$ cat src/rtl/map_port_arbiter.sv
// ---------------------------------------------------------------------------
// map_port_arbiter
//
// Shares a single map BRAM port between NUM_REQ requesters with round-robin
// arbitration. The arbiter also sequences a full map restore from the init
// image. It fires a one-cycle mem_soft_rst pulse at the BRAM reload
// sequencer, then holds off all grants while the reload runs.
//
// Ports
//   clk           single clock, everything on posedge
//   rst           synchronous active-high reset (starts a reload on release)
//   reload_req    one-cycle pulse requesting a map restore
//   req/we        per-requester request and write flag
//   addr/wdata    per-requester address / write data, slot i at [i*W +: W]
//   gnt           one-hot/zero grant, combinational, in the access cycle
//   rvalid        one-hot/zero read-return strobe, one cycle after a read gnt
//   rdata         BRAM read data pass-through, qualified by rvalid
//   busy          high while a map reload is in progress
//   ram_we/ram_addr/ram_di  BRAM port drive from the granted slot
//   ram_do        BRAM read data (one-cycle latency)
//   mem_soft_rst  registered one-cycle pulse to the BRAM reload sequencer
// ---------------------------------------------------------------------------
module map_port_arbiter #(
    parameter int NUM_REQ    = 4,
    parameter int DATA_WIDTH = 4,
    parameter int DATA_DEPTH = 1023,
    localparam int AW        = $clog2(DATA_DEPTH)
) (
    input  logic                            clk,
    input  logic                            rst,
    input  logic                            reload_req,
    input  logic [NUM_REQ-1:0]              req,
    input  logic [NUM_REQ-1:0]              we,
    input  logic [NUM_REQ*AW-1:0]           addr,
    input  logic [NUM_REQ*DATA_WIDTH-1:0]   wdata,
    output logic [NUM_REQ-1:0]              gnt,
    output logic [NUM_REQ-1:0]              rvalid,
    output logic [DATA_WIDTH-1:0]           rdata,
    output logic                            busy,
    output logic                            ram_we,
    output logic [AW-1:0]                   ram_addr,
    output logic [DATA_WIDTH-1:0]           ram_di,
    input  logic [DATA_WIDTH-1:0]           ram_do,
    output logic                            mem_soft_rst
);

    localparam int PW = (NUM_REQ > 1) ? $clog2(NUM_REQ) : 1;
    localparam int CW = $clog2(DATA_DEPTH + 2);
    // The wait phase covers count values 0..DATA_DEPTH, i.e. the reload
    // duration plus one cycle of margin before grants resume.
    localparam logic [CW-1:0] CNT_LAST = CW'(DATA_DEPTH);
    localparam logic [PW-1:0] PTR_LAST = PW'(NUM_REQ - 1);

    typedef enum logic [1:0] {
        ST_SERVE       = 2'd0,
        ST_RELOAD_KICK = 2'd1,
        ST_RELOAD_WAIT = 2'd2
    } state_t;

    state_t              r_state;
    state_t              w_state_next;
    logic [CW-1:0]       r_cnt;
    logic [CW-1:0]       w_cnt_next;
    logic [PW-1:0]       r_ptr;
    logic [PW-1:0]       w_ptr_next;
    logic [NUM_REQ-1:0]  r_rvalid;
    logic                r_mem_soft_rst;

    logic                w_grant_en;
    logic                w_found;
    logic [PW-1:0]       w_gnt_idx;
    logic [NUM_REQ-1:0]  w_gnt;
    logic [PW-1:0]       w_rr_idx [NUM_REQ];
    logic [AW-1:0]         w_addr_m [NUM_REQ];
    logic [DATA_WIDTH-1:0] w_di_m   [NUM_REQ];
    logic [NUM_REQ-1:0]    w_we_m;

    // ------------------------------------------------------------------
    // State register
    // ------------------------------------------------------------------
    always_ff @(posedge clk) begin
        if (rst) begin
            r_state        <= ST_RELOAD_KICK;
            r_cnt          <= '0;
            r_ptr          <= '0;
            r_rvalid       <= '0;
            r_mem_soft_rst <= 1'b0;
        end else begin
            r_state        <= w_state_next;
            r_cnt          <= w_cnt_next;
            r_ptr          <= w_ptr_next;
            // Only granted reads return data; writes stay silent.
            r_rvalid       <= w_gnt & ~we;
            // Pulse is registered off the kick state, so it lands on the
            // cycle after each kick (including the one forced by reset).
            r_mem_soft_rst <= (r_state == ST_RELOAD_KICK);
        end
    end

    // ------------------------------------------------------------------
    // Next-state / reload counter
    // ------------------------------------------------------------------
    always_comb begin
        w_state_next = r_state;
        w_cnt_next   = r_cnt;
        case (r_state)
            ST_SERVE: begin
                w_cnt_next = '0;
                if (reload_req) begin
                    w_state_next = ST_RELOAD_KICK;
                end
            end
            ST_RELOAD_KICK: begin
                w_cnt_next = '0;
                if (reload_req) begin
                    w_state_next = ST_RELOAD_KICK;
                end else begin
                    w_state_next = ST_RELOAD_WAIT;
                end
            end
            ST_RELOAD_WAIT: begin
                if (reload_req) begin
                    // A new request restarts the whole reload.
                    w_state_next = ST_RELOAD_KICK;
                    w_cnt_next   = '0;
                end else if (r_cnt == CNT_LAST) begin
                    w_state_next = ST_SERVE;
                    w_cnt_next   = '0;
                end else begin
                    w_cnt_next = r_cnt + CW'(1);
                end
            end
            default: begin
                w_state_next = ST_RELOAD_KICK;
                w_cnt_next   = '0;
            end
        endcase
    end

    // ------------------------------------------------------------------
    // Round-robin arbitration
    // ------------------------------------------------------------------
    // reload_req wins over any pending access in the same cycle; rst is
    // included so nothing is issued while reset is being applied.
    assign w_grant_en = (r_state == ST_SERVE) && !reload_req && !rst;

    // Slot examined at search offset gi, starting from the pointer.
    generate
        for (genvar gi = 0; gi < NUM_REQ; gi++) begin : g_rr
            assign w_rr_idx[gi] = PW'((int'(r_ptr) + gi) % NUM_REQ);
        end
    endgenerate

    always_comb begin
        w_found   = 1'b0;
        w_gnt_idx = '0;
        for (int o = 0; o < NUM_REQ; o++) begin
            if (!w_found && req[w_rr_idx[o]]) begin
                w_found   = 1'b1;
                w_gnt_idx = w_rr_idx[o];
            end
        end
    end

    always_comb begin
        w_gnt = '0;
        if (w_grant_en && w_found) begin
            w_gnt = NUM_REQ'(1) << w_gnt_idx;
        end
    end

    always_comb begin
        w_ptr_next = r_ptr;
        if (w_gnt != '0) begin
            w_ptr_next = (w_gnt_idx == PTR_LAST) ? '0 : w_gnt_idx + PW'(1);
        end
    end

    // ------------------------------------------------------------------
    // BRAM port drive: AND-OR mux on the one-hot grant, so the port is
    // all zero whenever nothing is granted.
    // ------------------------------------------------------------------
    generate
        for (genvar gi = 0; gi < NUM_REQ; gi++) begin : g_mux
            assign w_addr_m[gi] = addr[gi*AW +: AW] & {AW{w_gnt[gi]}};
            assign w_di_m[gi]   = wdata[gi*DATA_WIDTH +: DATA_WIDTH]
                                  & {DATA_WIDTH{w_gnt[gi]}};
            assign w_we_m[gi]   = we[gi] & w_gnt[gi];
        end
    endgenerate

    always_comb begin
        ram_addr = '0;
        ram_di   = '0;
        for (int i = 0; i < NUM_REQ; i++) begin
            ram_addr = ram_addr | w_addr_m[i];
            ram_di   = ram_di   | w_di_m[i];
        end
    end

    assign ram_we       = |w_we_m;
    assign gnt          = w_gnt;
    assign rvalid       = r_rvalid;
    assign rdata        = ram_do;
    assign busy         = (r_state != ST_SERVE);
    assign mem_soft_rst = r_mem_soft_rst;

endmodule

$ cat config.mk
export PLATFORM = sky130hd
export DESIGN_NAME = map_port_arbiter
export DESIGN_NICKNAME = d
export VERILOG_FILES = /design/src/rtl/map_port_arbiter.sv
export SDC_FILE = /design/constraint.sdc
export NUM_CORES = 1
export LEC_CHECK = 0
export CELL_PAD_IN_SITES_DETAIL_PLACEMENT = 1
export CELL_PAD_IN_SITES_GLOBAL_PLACEMENT = 2
export CORE_UTILIZATION = 15
export DETAILED_ROUTE_END_ITERATION = 12
export HOLD_SLACK_MARGIN = 0.06
export PLACE_DENSITY_LB_ADDON = 0.15
export SYNTH_ARGS = -nofsm -noshare
export SYNTH_HDL_FRONTEND = slang
export SYNTH_SLANG_ARGS = --single-unit
export TNS_END_PERCENT = 20
$ cat constraint.sdc
create_clock -name clk -period 3.1 [get_ports clk]
set_input_delay 0.775 -clock clk [delete_from_list [all_inputs] [get_ports clk]]
set_output_delay 0.775 -clock clk [all_outputs]
set_load 0.005 [all_outputs]
==> GITHUB_STEP_SUMMARY, run 1 <==
### Flow metrics

| Metric | Value |
|---|---|
| Status | complete, no violations |
| R2r setup slk | 0.71 ns |
| Post-route insts no fill | 399 |
| Switching power share of the total | 29.2% |
| Num sequential | 20 |
| Share of layout cells above drive strength 1 | 38.1% |
| Crit path max fanout | 6 |
| H-tree depth | 1 |
| FMAX | 323 MHz |
| Routed wl met3 | 150 um |
| Setup Crit Path Kind | in -> out |
| Cycle use final | 100% |
| Compound-Gate Fraction of Synth Area | 28.5% |
| Commonest flop | dfxtp_1 |
| Slowest cell on crit path | o22a_4 |
| Register area | 400 um^2 |
| CTS Buffer Depth | 2 |
| Largest cells by area | dfxtp_1 29%, a22oi_1 16%, ha_1 7.3%, a21oi_1 6.6%, nor2_1 6.0% |
| Post-synth top area cell | dfxtp_1 |
| Setup violators final | 0 |
| Worst min-delay path startpoint | r_cnt[10]$_SDFF_PP0_ |
| Pwr/cell area | 291 mW/mm^2 |
| Fp_density | 15.6% |
| Min cycle time layout | 3.10 ns |
| Via count | 1,708 |
| R2r worst-path depth | 12 |
| Routed Antenna Nets | 0 |
| Post-route setup TNS | 0 ns |
| Drt first pass iters | 4 |
| Post-DP Area | 0.00256 mm^2 |
| Synth flops | 20 |
| TritonCTS Buffers | 3 |
| DRC | 0 |
| Final #Nets | 371 |
| Power, Total | 858 uW |
| DRT iter0 DRCs | 32 |
| Vias in the first global route | 1,837 |
| DR top layer | met4 |
| Seq. pwr | 271 uW |
| Adder share | 7.31% |
| FILL cells | 1,026 |
| Met3 usage in global routing | 2.23% |
| Final worst setup slack | 0.0000944 ns |
| Largest net degree at the start of global routing | 23 |
| Yosys xor share | 5.11% |
| Post-DP HPWL | 4420 um |
| CP peak stage delay | 0.20 ns |
| Critical path arrival | 2.32 ns |
| Count of plain and timing-repair buffers | 127 |
| Worst path depth | 12 |
| Hold-fix buffers, CTS | 0 |
| IO Pins | 100 |
| Met2 track demand over resource | 23.2% |
| Synth Seq Share | 29.2% |
| Met1 usage | 16.5% |
| Critical R2R Launch | r_ptr[0]$_SDFFE_PP0P_ |
| Final hold viol count | 0 |
| Max Cap Violations | 0 |
| RSZ-0062 raised after global routing | yes |
| Comb/total area | 37.1% |
| Initial antenna violation count | 0 |
| Non-clk buf share | 41.1% |
| Crit path launch type | input pin |
| Dominant kind of cell by area | non-clock buffers |
| WHS | 0.467 ns |
| Post-placement cell count | 380 |
| YS chip area | 0.00137 mm^2 |
| Worst Setup End Kind | output pin |
| Main power group | combinational logic |
| M1 wire length | 2690 um |
| Relative slew slack | 76.9% |
| Syn Nets | 253 |
| Synth top cell by count | a22oi_1 |
| Post-route cell area | 0.00294 mm^2 |
| Post-Place Setup Slack | -0.697 ns |
| Met2 WL | 3310 um |
| P_int | 607 uW |
| Setup crit start | req[1] |
| Asr flop ratio synth | 0% |
| Dominant comb cell | AND-OR/OR-AND gates |
| Post-Syn Instances | 174 |
| Routed len/inst | 15.4 um |
| Reg-to-reg endpoint | r_ptr[1]$_SDFFE_PP0P_ |
| #MultiIn Comb | 127 |
| MI comb area | 0.00109 mm^2 |
| Post-synth EDFFs | 0 |
| Number of cells in the yosys synthesis report | 174 |
| First-pass GRT wire length | 9760 um |
| CTS tree | yes |
| Clkbuf count | 4 |
| WP buf/inv | 6 |
| Pleak | 1.12 nW |
| Clk sinks | 20 |
| Mapped cell area | 0.00137 mm^2 |
-- run 1: cells in the final DEF, fill, tap and decap left out, types with 3 or more instances in the layout --
cell type and instances:
nand2_1 6, nand3_1 3, a22oi_2 28, ha_4 4, dfxtp_1 20, xnor2_1 6
a21oi_2 7, buf_6 7, clkbuf_8 4, nor2_1 22, clkdlybuf4s50_1 68, dlygate4sd2_1 3
nor2b_1 3, buf_12 6, buf_2 18, inv_1 10, a21oi_1 12, ha_1 4
buf_4 22, nor3_1 6
-- run 1: sequential cells by signal, summed over array words and instances, names as in the netlist --
signal	cells
r_ptr	2
mem_soft_rst	1
r_state	2
rvalid	4
r_cnt	11
-- run 1: what timing repair did --
action | CTS | global route
pin swaps | 25 | 10
setup endpoints to repair | 19 | 17
gates resized | 133 | 14
cloned | 2 | 0
buffers inserted | 12 | 3
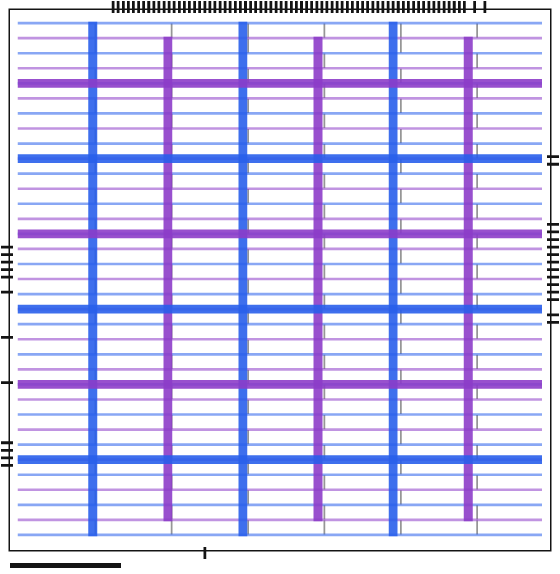
Figure 1: run 1, floorplan with the power grid.
Bar = 20 um. Pins as bars on the die edge. Tap cells in gray.
Purple marks VDD. Blue marks VSS.
35 met1 rails follow the rows. 6 straps on met5. 100 signal pins sit on the boundary. The core has 34 rows. 6 straps on met4.
maximum vdd drop: 131 uV
Die Wd: 97.6 um
core box area: 0.00876 mm^2

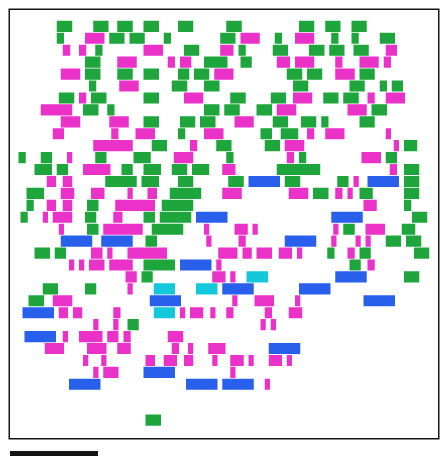
Figure 2: run 1, cells colored by class.
Bar = 20 um.
Blue marks sequential cells, cells 20, share of their area 14%. Magenta marks remaining logic cells, cells 140, share of their area 41%. Cyan marks clock drivers and dummy loads, cells 4, share of their area 2.0%. Green marks remaining buffers and delay cells, cells 127, share of their area 43%.
flop share of the area: 13.6%
# rows: 34
Final Util: 33.6%

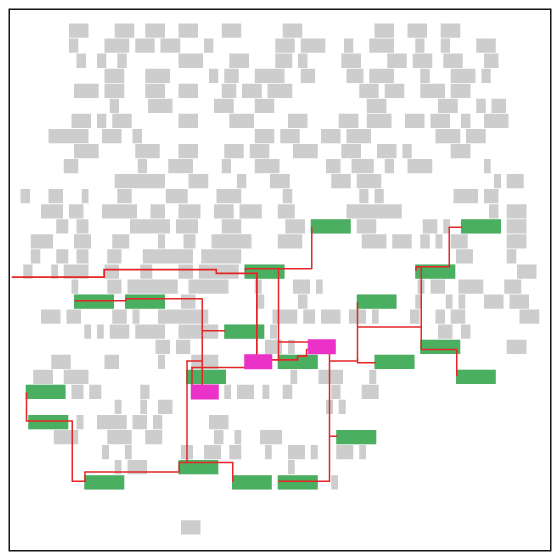
Figure 3: run 1, clock wires, drivers and flops.
Green marks flip-flops, count 20. Magenta marks clock-net drivers, count 3. Red marks clock wires, length 374 um.
There are 4 routed clock nets.
clk pwr: 209 uW
Clock power frac: 24.4%
Layout Skew: 0.00518 ns
Insertion Delay late pin: 0.26 ns

==> run 2, diff against run 1 <==
Settings changed: GPL_ROUTABILITY_DRIVEN from default to 0, GPL_TIMING_DRIVEN from default to 0.
==> run 2 against run 1 <==
  * Synthesized cell count is the same
  * Routed wire length fell by 0.36%
  * Worst hold slack lost 0.015 ns
  * Die size stayed put
  * Sequential share of layout area rose by 0.32 points
  * Clock skew decreased by 0.0018 ns
  * Sequential power is essentially flat
  * Clock-buffer cell count down 1
  * Final cell count down 1.8%
  * Critical endpoint is now ram_addr[1]
  * Largest cell class unchanged
  * Largest power group unchanged
==> GITHUB_STEP_SUMMARY, run 2 <==
### Flow metrics

| Metric | Value |
|---|---|
| Status | complete, no violations |
| DRT iter0 DRCs | 27 |
| IO Pins | 100 |
| Synth flops | 20 |
| CTS Buffer Depth | 2 |
| Count of plain and timing-repair buffers | 120 |
| Number of cells in the yosys synthesis report | 174 |
| Commonest flop | dfxtp_1 |
| M1 wire length | 2500 um |
| FMAX | 323 MHz |
| First-pass GRT wire length | 9690 um |
| Most frequent logic cell in the layout | clkdlybuf4s50_1 |
| Core box area | 0.00876 mm^2 |
| Post-DP HPWL | 4720 um |
| Mapped cell area | 0.00137 mm^2 |
| Slowest cell on crit path | a211oi_4 |
| CP peak stage delay | 0.29 ns |
| Largest net degree at the start of global routing | 13 |
| Via density per instance | 4.34 |
| Die Wd | 97.6 um |
| Min cycle time layout | 3.09 ns |
| Met1 usage | 15.5% |
| Post-CTS setup buffer count | 14 |
| FILL cells | 1,023 |
| Met2 WL | 3390 um |
| Post-cts repair resize count | 120 |
| R2r setup slk | 0.93 ns |
| Share of layout cells above drive strength 1 | 33.5% |
| Pleak | 1.07 nW |
| Post-Syn Instances | 174 |
| Fp_density | 15.6% |
| Final hold viol count | 0 |
| DRC | 0 |
| Switching power share of the total | 27.4% |
| Final #Nets | 364 |
| Layout Skew | 0.00333 ns |
| Clkbuf count | 3 |
| Post-route cell area | 0.00288 mm^2 |
| DR top layer | met4 |
| Critical path arrival | 2.32 ns |
| Register area | 400 um^2 |
| Num sequential | 20 |
| Insertion Delay late pin | 0.27 ns |
| Post-route insts no fill | 392 |
| Met3 usage in global routing | 2.59% |
| Critical R2R Launch | r_ptr[1]$_SDFFE_PP0P_ |
| TritonCTS Buffers | 3 |
| Post-synth top area cell | dfxtp_1 |
| Routed wl met3 | 211 um |
| Met2 track demand over resource | 23.8% |
| RSZ-0062 raised after global routing | yes |
| Routed Antenna Nets | 0 |
| WHS | 0.451 ns |
| Clock power frac | 30.3% |
| Hold-fix buffers, CTS | 0 |
| Setup violators final | 0 |
| Power, Total | 890 uW |
| # rows | 34 |
| Setup Crit Path Kind | in -> out |
| Setup crit start | req[2] |
| Max Cap Violations | 0 |
| Post-DP Area | 0.00246 mm^2 |
| Max reg flops | 11 |
| Vias in the first global route | 1,781 |
| Top cells excl fill/tap | 70 x clkdlybuf4s50_1, 21 x nor2_1, 20 x a22oi_2, 20 x dfxtp_1 |
| Synth top cell by count | a22oi_1 |
| Worst min-delay path startpoint | r_cnt[10]$_SDFF_PP0_ |
| Crit path max fanout | 10 |
| P_int | 646 uW |
| Drt first pass iters | 4 |
| Worst Setup End Kind | output pin |
| Asr flop ratio synth | 0% |
| Via count | 1,702 |
| R2r worst-path depth | 10 |
| Post-Place Setup Slack | -1.71 ns |
| Crit path launch type | input pin |
| #MultiIn Comb | 127 |
| Reg-to-reg endpoint | r_ptr[1]$_SDFFE_PP0P_ |
| Post-placement cell count | 377 |
| Post-synth EDFFs | 0 |
| Dominant kind of cell by area | non-clock buffers |
| Biggest register | r_cnt |
| MI comb area | 0.00106 mm^2 |
| Synth Seq Share | 29.2% |
| Cycle use final | 99.7% |
| Initial antenna violation count | 0 |
| Largest cells by area | dfxtp_1 29%, a22oi_1 16%, ha_1 7.3%, a21oi_1 6.6%, nor2_1 6.0% |
| Comb/total area | 37.0% |
| Clk sinks | 20 |
| Commonest cells in the netlist | 30 x a22oi_1, 22 x nor2_1, 20 x dfxtp_1 |
| Post-route setup TNS | 0 ns |
| YS chip area | 0.00137 mm^2 |
| Non-clk buf share | 40.1% |
run 2: cell counts after synthesis:
No cell type changed its count.
run 2: power groups by stage:
stage / clock network, mW / registers, mW / logic, mW
2_1_floorplan: 0 / 0.276 / 0.114
3_3_place_gp: 0 / 0.277 / 0.267
3_5_place_dp: 0 / 0.277 / 0.265
4_1_cts: 0.279 / 0.271 / 0.338
5_1_grt: 0.286 / 0.272 / 0.377
6_report: 0.270 / 0.271 / 0.350
run 2: cells by family after synthesis:
group	synth area share, %
compound gates	28.5
xor+xnor	5.11
fa+ha+maj	7.31
buf+inv	8.49
flops	29.2
mux	1.46
simple gates	19.9
run 2: worst max-delay path, delay by kind of cell:
kind                       cells  cell delay, ns
buffers and inverters          6            0.78
AOI/OAI and AO/OA              4            0.59
adders and majority gates      1            0.17
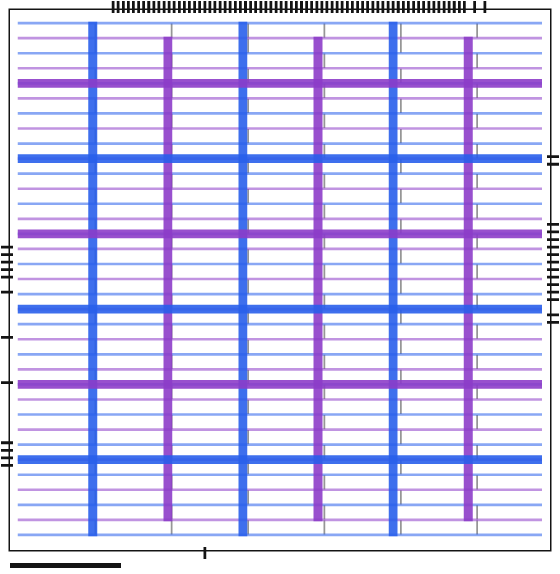
Figure 4: run 2, floorplan with the power grid.
Bar = 20 um. Pins as bars on the die edge. Tap cells in gray.
Purple marks VDD. Blue marks VSS.
The core has 34 rows. 100 signal pins sit on the boundary. 35 met1 rails follow the rows. 6 straps on met5.
die y size: 97.6 um
maximum vdd drop: 158 uV

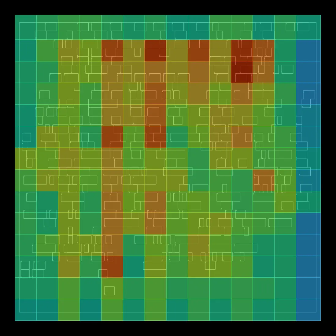
Figure 5: run 2, routing congestion map.
Final Util: 32.8%
routed len/inst: 15.7 um

Power is estimated from default activity; no workload was simulated.
